final_congestion.png
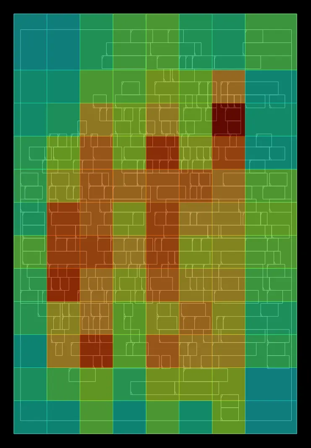
met2.png
Scale: 3 px per µm.
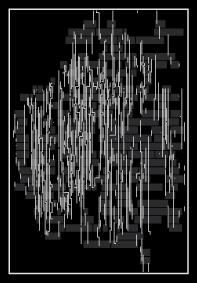
drive_strength.png
Scale: 6 px per µm.
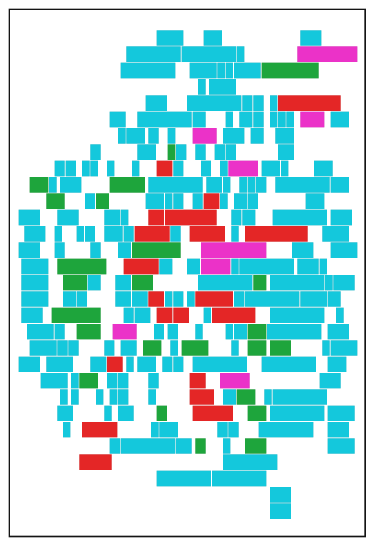
<file path="src/rtl/coherence_bus_arbiter_if.sv">
// Shared snooping bus between the bus arbiter (master) and the cache controllers (slave).
// Request, op and snoop lines come from the caches; grant, broadcast and completion lines come from the arbiter.
interface coherence_bus_arbiter_if #(
    parameter int unsigned NUM_CACHES = 4,
    parameter int unsigned SRC_W      = 2
);
    logic [NUM_CACHES-1:0]   req;
    logic [2*NUM_CACHES-1:0] req_op;
    logic [NUM_CACHES-1:0]   snoop_wb;
    logic [NUM_CACHES-1:0]   grant;
    logic                    bus_valid;
    logic [1:0]              bus_op;
    logic [SRC_W-1:0]        bus_src;
    logic                    write_back;
    logic                    abort_mem;
    logic [NUM_CACHES-1:0]   done;
    logic [2:0]              state;

    modport master (
        input  req, req_op, snoop_wb,
        output grant, bus_valid, bus_op, bus_src, write_back, abort_mem, done, state
    );

    modport slave (
        output req, req_op, snoop_wb,
        input  grant, bus_valid, bus_op, bus_src, write_back, abort_mem, done, state
    );
endinterface

</file>
<file path="src/rtl/coherence_bus_arbiter.sv">
// Round-robin owner of the MSI snooping bus: grants one cache, broadcasts its op,
// then sequences either a snooper write-back or a memory access before signalling done.
module coherence_bus_arbiter #(
    parameter int unsigned NUM_CACHES  = 4,
    parameter int unsigned SRC_W       = 2,
    parameter int unsigned MEM_LATENCY = 3,
    parameter int unsigned WB_LATENCY  = 2
) (
    input  logic                   clock,
    input  logic                   reset_n,
    coherence_bus_arbiter_if.master bus
);
    localparam int unsigned MAX_LAT = (MEM_LATENCY > WB_LATENCY) ? MEM_LATENCY : WB_LATENCY;
    localparam int unsigned CNT_W   = $clog2(MAX_LAT + 1);
    localparam logic [1:0]  OP_NONE = 2'b00;
    localparam logic [1:0]  OP_INV  = 2'b11;

    typedef enum logic [2:0] {
        IDLE      = 3'b000,
        BCAST     = 3'b001,
        SNOOP     = 3'b010,
        WRITEBACK = 3'b011,
        MEM       = 3'b100,
        DONE      = 3'b101
    } stateT;

    stateT                 stateQ, stateNext;
    logic [SRC_W-1:0]      ownerQ, ownerNext;
    logic [SRC_W-1:0]      rrPtrQ, rrPtrNext;
    logic [1:0]            opQ, opNext;
    logic [CNT_W-1:0]      latCntQ, latCntNext;
    logic                  abortQ, abortNext;
    logic [NUM_CACHES-1:0] grantQ, grantNext;
    logic [NUM_CACHES-1:0] doneQ, doneNext;
    logic                  busValidQ, busValidNext;
    logic                  writeBackQ, writeBackNext;
    logic [1:0]            busOpQ, busOpNext;
    logic [SRC_W-1:0]      busSrcQ, busSrcNext;

    logic [NUM_CACHES-1:0] validReq;
    logic                  winFound;
    logic [SRC_W-1:0]      winIdx;
    logic [SRC_W-1:0]      winNextPtr;
    logic [SRC_W-1:0]      cand;
    logic [1:0]            winOp;

    // Round-robin pick: first valid requester at or after the pointer, wrapping.
    always_comb begin
        winFound   = 1'b0;
        winIdx     = '0;
        winNextPtr = '0;
        cand       = '0;
        winOp      = OP_NONE;
        for (int unsigned i = 0; i < NUM_CACHES; i++) begin
            validReq[i] = bus.req[i] && (bus.req_op[2*i +: 2] != OP_NONE);
        end
        for (int unsigned k = 0; k < NUM_CACHES; k++) begin
            cand = SRC_W'((32'(rrPtrQ) + k) % NUM_CACHES);
            if (!winFound && validReq[cand]) begin
                winFound   = 1'b1;
                winIdx     = cand;
                winNextPtr = SRC_W'((32'(rrPtrQ) + k + 1) % NUM_CACHES);
                winOp      = bus.req_op[{cand, 1'b0} +: 2];
            end
        end
    end

    always_comb begin
        stateNext = stateQ;
        ownerNext = ownerQ;
        opNext    = opQ;
        rrPtrNext = rrPtrQ;
        abortNext = abortQ;

        case (stateQ)
            IDLE: begin
                if (winFound) begin
                    stateNext = BCAST;
                    ownerNext = winIdx;
                    opNext    = winOp;
                    rrPtrNext = winNextPtr;
                    abortNext = 1'b0;
                end
            end
            BCAST: stateNext = SNOOP;
            SNOOP: begin
                // The owner's own snoop bit is masked off through the registered grant.
                if ((|(bus.snoop_wb & ~grantQ)) && (opQ != OP_INV)) begin
                    stateNext = WRITEBACK;
                    abortNext = 1'b1;
                end else if (opQ == OP_INV) begin
                    stateNext = DONE;
                end else begin
                    stateNext = MEM;
                end
            end
            WRITEBACK: if (latCntQ == CNT_W'(WB_LATENCY - 1)) stateNext = DONE;
            MEM:       if (latCntQ == CNT_W'(MEM_LATENCY - 1)) stateNext = DONE;
            DONE: begin
                stateNext = IDLE;
                abortNext = 1'b0;
            end
            default: stateNext = IDLE;
        endcase

        latCntNext = (stateNext != stateQ) ? '0 : latCntQ + CNT_W'(1);

        // Registered outputs follow the state being entered, so they line up with it.
        grantNext     = '0;
        doneNext      = '0;
        busOpNext     = OP_NONE;
        busSrcNext    = '0;
        busValidNext  = (stateNext == BCAST);
        writeBackNext = (stateNext == WRITEBACK);
        if (stateNext != IDLE) begin
            grantNext[ownerNext] = 1'b1;
            busOpNext            = opNext;
            busSrcNext           = ownerNext;
        end
        if (stateNext == DONE) begin
            doneNext[ownerNext] = 1'b1;
        end
    end

    always_ff @(posedge clock or negedge reset_n) begin
        if (!reset_n) begin
            stateQ     <= IDLE;
            ownerQ     <= '0;
            rrPtrQ     <= '0;
            opQ        <= OP_NONE;
            latCntQ    <= '0;
            abortQ     <= 1'b0;
            grantQ     <= '0;
            doneQ      <= '0;
            busValidQ  <= 1'b0;
            writeBackQ <= 1'b0;
            busOpQ     <= OP_NONE;
            busSrcQ    <= '0;
        end else begin
            stateQ     <= stateNext;
            ownerQ     <= ownerNext;
            rrPtrQ     <= rrPtrNext;
            opQ        <= opNext;
            latCntQ    <= latCntNext;
            abortQ     <= abortNext;
            grantQ     <= grantNext;
            doneQ      <= doneNext;
            busValidQ  <= busValidNext;
            writeBackQ <= writeBackNext;
            busOpQ     <= busOpNext;
            busSrcQ    <= busSrcNext;
        end
    end

    assign bus.grant      = grantQ;
    assign bus.done       = doneQ;
    assign bus.bus_valid  = busValidQ;
    assign bus.write_back = writeBackQ;
    assign bus.bus_op     = busOpQ;
    assign bus.bus_src    = busSrcQ;
    assign bus.abort_mem  = abortQ;
    assign bus.state      = stateQ;
endmodule

</file>
<file path="src/flat_wrapper.sv">
// flat-port wrapper written by rule: the top's interface ports become plain ports
module coherence_bus_arbiter_flat 
#(
    parameter int unsigned NUM_CACHES  = 4,
    parameter int unsigned SRC_W       = 2,
    parameter int unsigned MEM_LATENCY = 3,
    parameter int unsigned WB_LATENCY  = 2
)
  (clock, reset_n, bus_req, bus_req_op, bus_snoop_wb, bus_grant, bus_bus_valid, bus_bus_op, bus_bus_src, bus_write_back, bus_abort_mem, bus_done, bus_state);
  coherence_bus_arbiter_if #(.NUM_CACHES(NUM_CACHES), .SRC_W(SRC_W)) bus_i ();
  input  logic clock;
  input  logic reset_n;
  input wire logic [$bits(bus_i.req)-1:0] bus_req;
  input wire logic [$bits(bus_i.req_op)-1:0] bus_req_op;
  input wire logic [$bits(bus_i.snoop_wb)-1:0] bus_snoop_wb;
  output wire logic [$bits(bus_i.grant)-1:0] bus_grant;
  output wire logic [$bits(bus_i.bus_valid)-1:0] bus_bus_valid;
  output wire logic [$bits(bus_i.bus_op)-1:0] bus_bus_op;
  output wire logic [$bits(bus_i.bus_src)-1:0] bus_bus_src;
  output wire logic [$bits(bus_i.write_back)-1:0] bus_write_back;
  output wire logic [$bits(bus_i.abort_mem)-1:0] bus_abort_mem;
  output wire logic [$bits(bus_i.done)-1:0] bus_done;
  output wire logic [$bits(bus_i.state)-1:0] bus_state;
  assign bus_i.req = bus_req;
  assign bus_i.req_op = bus_req_op;
  assign bus_i.snoop_wb = bus_snoop_wb;
  assign bus_grant = bus_i.grant;
  assign bus_bus_valid = bus_i.bus_valid;
  assign bus_bus_op = bus_i.bus_op;
  assign bus_bus_src = bus_i.bus_src;
  assign bus_write_back = bus_i.write_back;
  assign bus_abort_mem = bus_i.abort_mem;
  assign bus_done = bus_i.done;
  assign bus_state = bus_i.state;
  coherence_bus_arbiter #(.NUM_CACHES(NUM_CACHES), .SRC_W(SRC_W), .MEM_LATENCY(MEM_LATENCY), .WB_LATENCY(WB_LATENCY)) u_core (.clock(clock), .reset_n(reset_n), .bus(bus_i));
endmodule
</file>
<file path="config.mk">
export PLATFORM = sky130hd
export DESIGN_NAME = coherence_bus_arbiter_flat
export DESIGN_NICKNAME = d
export VERILOG_FILES = /design/src/rtl/coherence_bus_arbiter_if.sv /design/src/rtl/coherence_bus_arbiter.sv /design/src/flat_wrapper.sv
export SDC_FILE = /design/constraint.sdc
export NUM_CORES = 1
export LEC_CHECK = 0
export CAP_MARGIN = 15
export CORE_ASPECT_RATIO = 1.5
export CORE_UTILIZATION = 35
export CTS_CLUSTER_SIZE = 30
export DETAILED_ROUTE_END_ITERATION = 16
export GPL_TIMING_DRIVEN = 0
export PLACE_DENSITY = 0.68
export SYNTH_ARGS = -nofsm -noshare
export SYNTH_HDL_FRONTEND = slang
export SYNTH_SLANG_ARGS = --single-unit
</file>
<file path="constraint.sdc">
create_clock -name clock -period 2.14 [get_ports clock]
set_clock_uncertainty 0.05 [all_clocks]
set_input_delay 0.321 -clock clock [delete_from_list [all_inputs] [get_ports clock]]
set_output_delay 0.321 -clock clock [all_outputs]
set_load 0.1 [all_outputs]
</file>
==> summary.txt <==
The synthesis and place-and-route flow finished, so here is a summary.

Wire segments on met2 add up to roughly 2500 µm in the final route. The number of iterations in the first detailed-routing pass came out at 4. In this run the maximum-capacitance check reported violations numbering 0. The cell area after synthesis came out at between 1500 and 2000 µm².

The post-route minimum period is about 2100 ps. For the worst setup path, the data required time is roughly 1800 ps. The worst setup timing slack at the placement stage is -433 ps.

The fmax is roughly 480 MHz. The total clock network power came out at just over 0.4 mW. The proportion of total power due to net switching is between 50 and 60%. The number of antenna repair diodes is 0. The beginning of the worst register-to-register path is u_core.bus.state[1]. The net count after synthesis is 221. The remaining number of nets flagged by the antenna check after routing is 0. The final net count came out at roughly 270. The buffer share of cell area came out at between 20% and 30%. The root buffer selected by CTS is sky130_fd_sc_hd__clkbuf_8. The total of endpoints with negative setup slack in the final report is 0. Of the total synthesized cell area, the portion taken by XOR and XNOR cells is 0.512%.

The vertical die size is ~88 µm. In this run the number of cells on the critical path is 1. The synthesized netlist cell count came out at approximately 200. The number of pins with negative max-slew slack in the final report came out at 0. The top fanout value on the critical path came out at 1. The worst setup path is captured at an output port. The count of hold-fix buffers inserted at cts is 0.

By area the synthesized netlist is led by sky130_fd_sc_hd__dfrtp_1, sky130_fd_sc_hd__a21oi_1, sky130_fd_sc_hd__nor2_1. Across the placement rows, the number of tap cells is 64. The number of buffers on the longest clock path came out at 2.

The synthesized flop and latch total is 26. The total power divided by cell area came out at ~1700 nW/µm². Detailed placement ended at an HPWL of approximately 3100 µm. The run finished with clean final reports. Following the worst setup path forward leads to its endpoint at bus_done[3]. The register fraction of the total cell area came out at 26.8%. The sequential power is 0.807 mW. The number of global-route vias before repair is between 1,500 and 2,000. The minimum setup slack in the final design came out at roughly 37 ps. The clock latency at the later pin of the worst-skew pair is between 200 and 300 ps. In the routed design, unresolved DRC markers number 0. The routed design shows a via density per instance of around 5.5. The synthesis report gives the async set-or-reset register share as 100%. The area used by multi-input combinational logic came out at ~1100 µm². The total clock sinks came out at 26. The aggregate routed wire length came out at 4550 µm.

The commonest register cell is sky130_fd_sc_hd__dfrtp_1. The report lists the number of standard-cell rows as 30. The core footprint came out at between 4000 and 5000 µm². The number of non-clock buffers in the layout is 51.

The count of warnings emitted by yosys is 0. The busiest metal layer after global routing is met2. The switching component of the power was reported as ~2.2 mW. Per the gpl log, the routability congestion estimate is between 0.9 and 1. Detailed routing placed a total of approximately 160 µm of wire on met3. The met2 usage came out at between 30% and 40%.
-- final_congestion.png (at the start) --
global-route usage over all layers: 17.3%
GR Util met1: 19.3%

-- met2.png (at the start) --
share of all routed wire: 55%
main direction: vertical
nets with wire on the layer: 234
longest straight run: 44.2 µm

-- drive_strength.png (at the start) --
[drive 1 or less] cyan | cells: 193 | most used: dfrtp_1
[drive 3 to 4] red | cells: 20 | most used: buf_4
[drive 2] green | cells: 24 | most used: a21oi_2
[drive 6 and up] magenta | cells: 8

Power and IR drop assume default switching activity.
